Design ifu_flat, sky130hd; sources not shown.
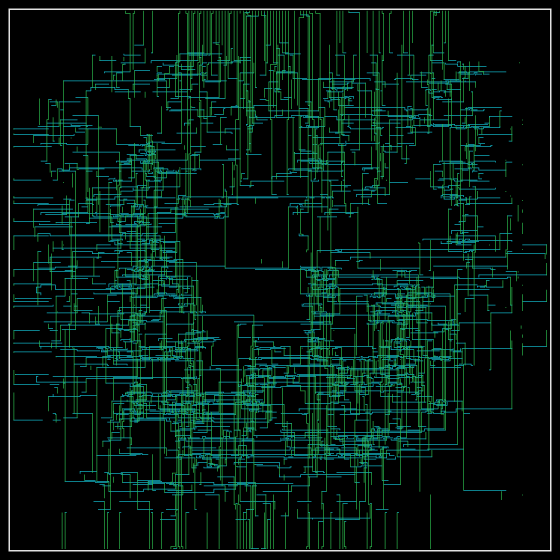
wires.png
Only two layers are drawn.
metal 1 -> cyan  # wire length 8,350 um
metal 2 -> green  # wire length 9,630 um
GRT Overall Usage: 14.3%
Avg WL per Cell: 17.1 um
via count: 5,621
Post-Route WL: 19,400 um

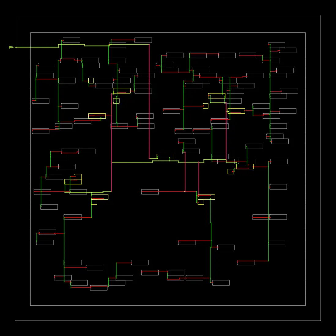
clocks.png
Worst-Skew Late Latency: 360 ps
clkbuf count: 9
flop count: 96
P_clk: 698 uW
clock sink total: 96

==> run summary <==
Rows: 54
status: finished clean
num tapcells: 280
Worst R2R Setup Slack: 580 ps
nonclk buf count: 181
Slowest Stage Delay on Critical Path: 590 ps
antenna viol nets, final: 0
Layout area overhead: 30.3%
share of cells above drive strength 1: 9.03%
CP Class: reg2reg
Yosys warning count: 0
slowest stage cell, crit path: nor3_1
Final Hold Slack: 476 ps
Core ar.: 0.0218 mm2
aoi share: 15.7%
met2 Resource Use GR: 24.5%
Final TNS setup: 0 ps
grt total ovfl: 0
fp_density: 30.4%
buffer share of cell area: 20.8%
Clock Skews: 12.9 ps
Power Internal: 3310 uW
CTS root buffer: clkbuf_16
fill cell count: 2,178
highest routed layer: met4
clock share of power: 11.7%
ANT cells: 0
Lkg Pwr: 0.00357 uW
Power and IR drop assume default switching activity.
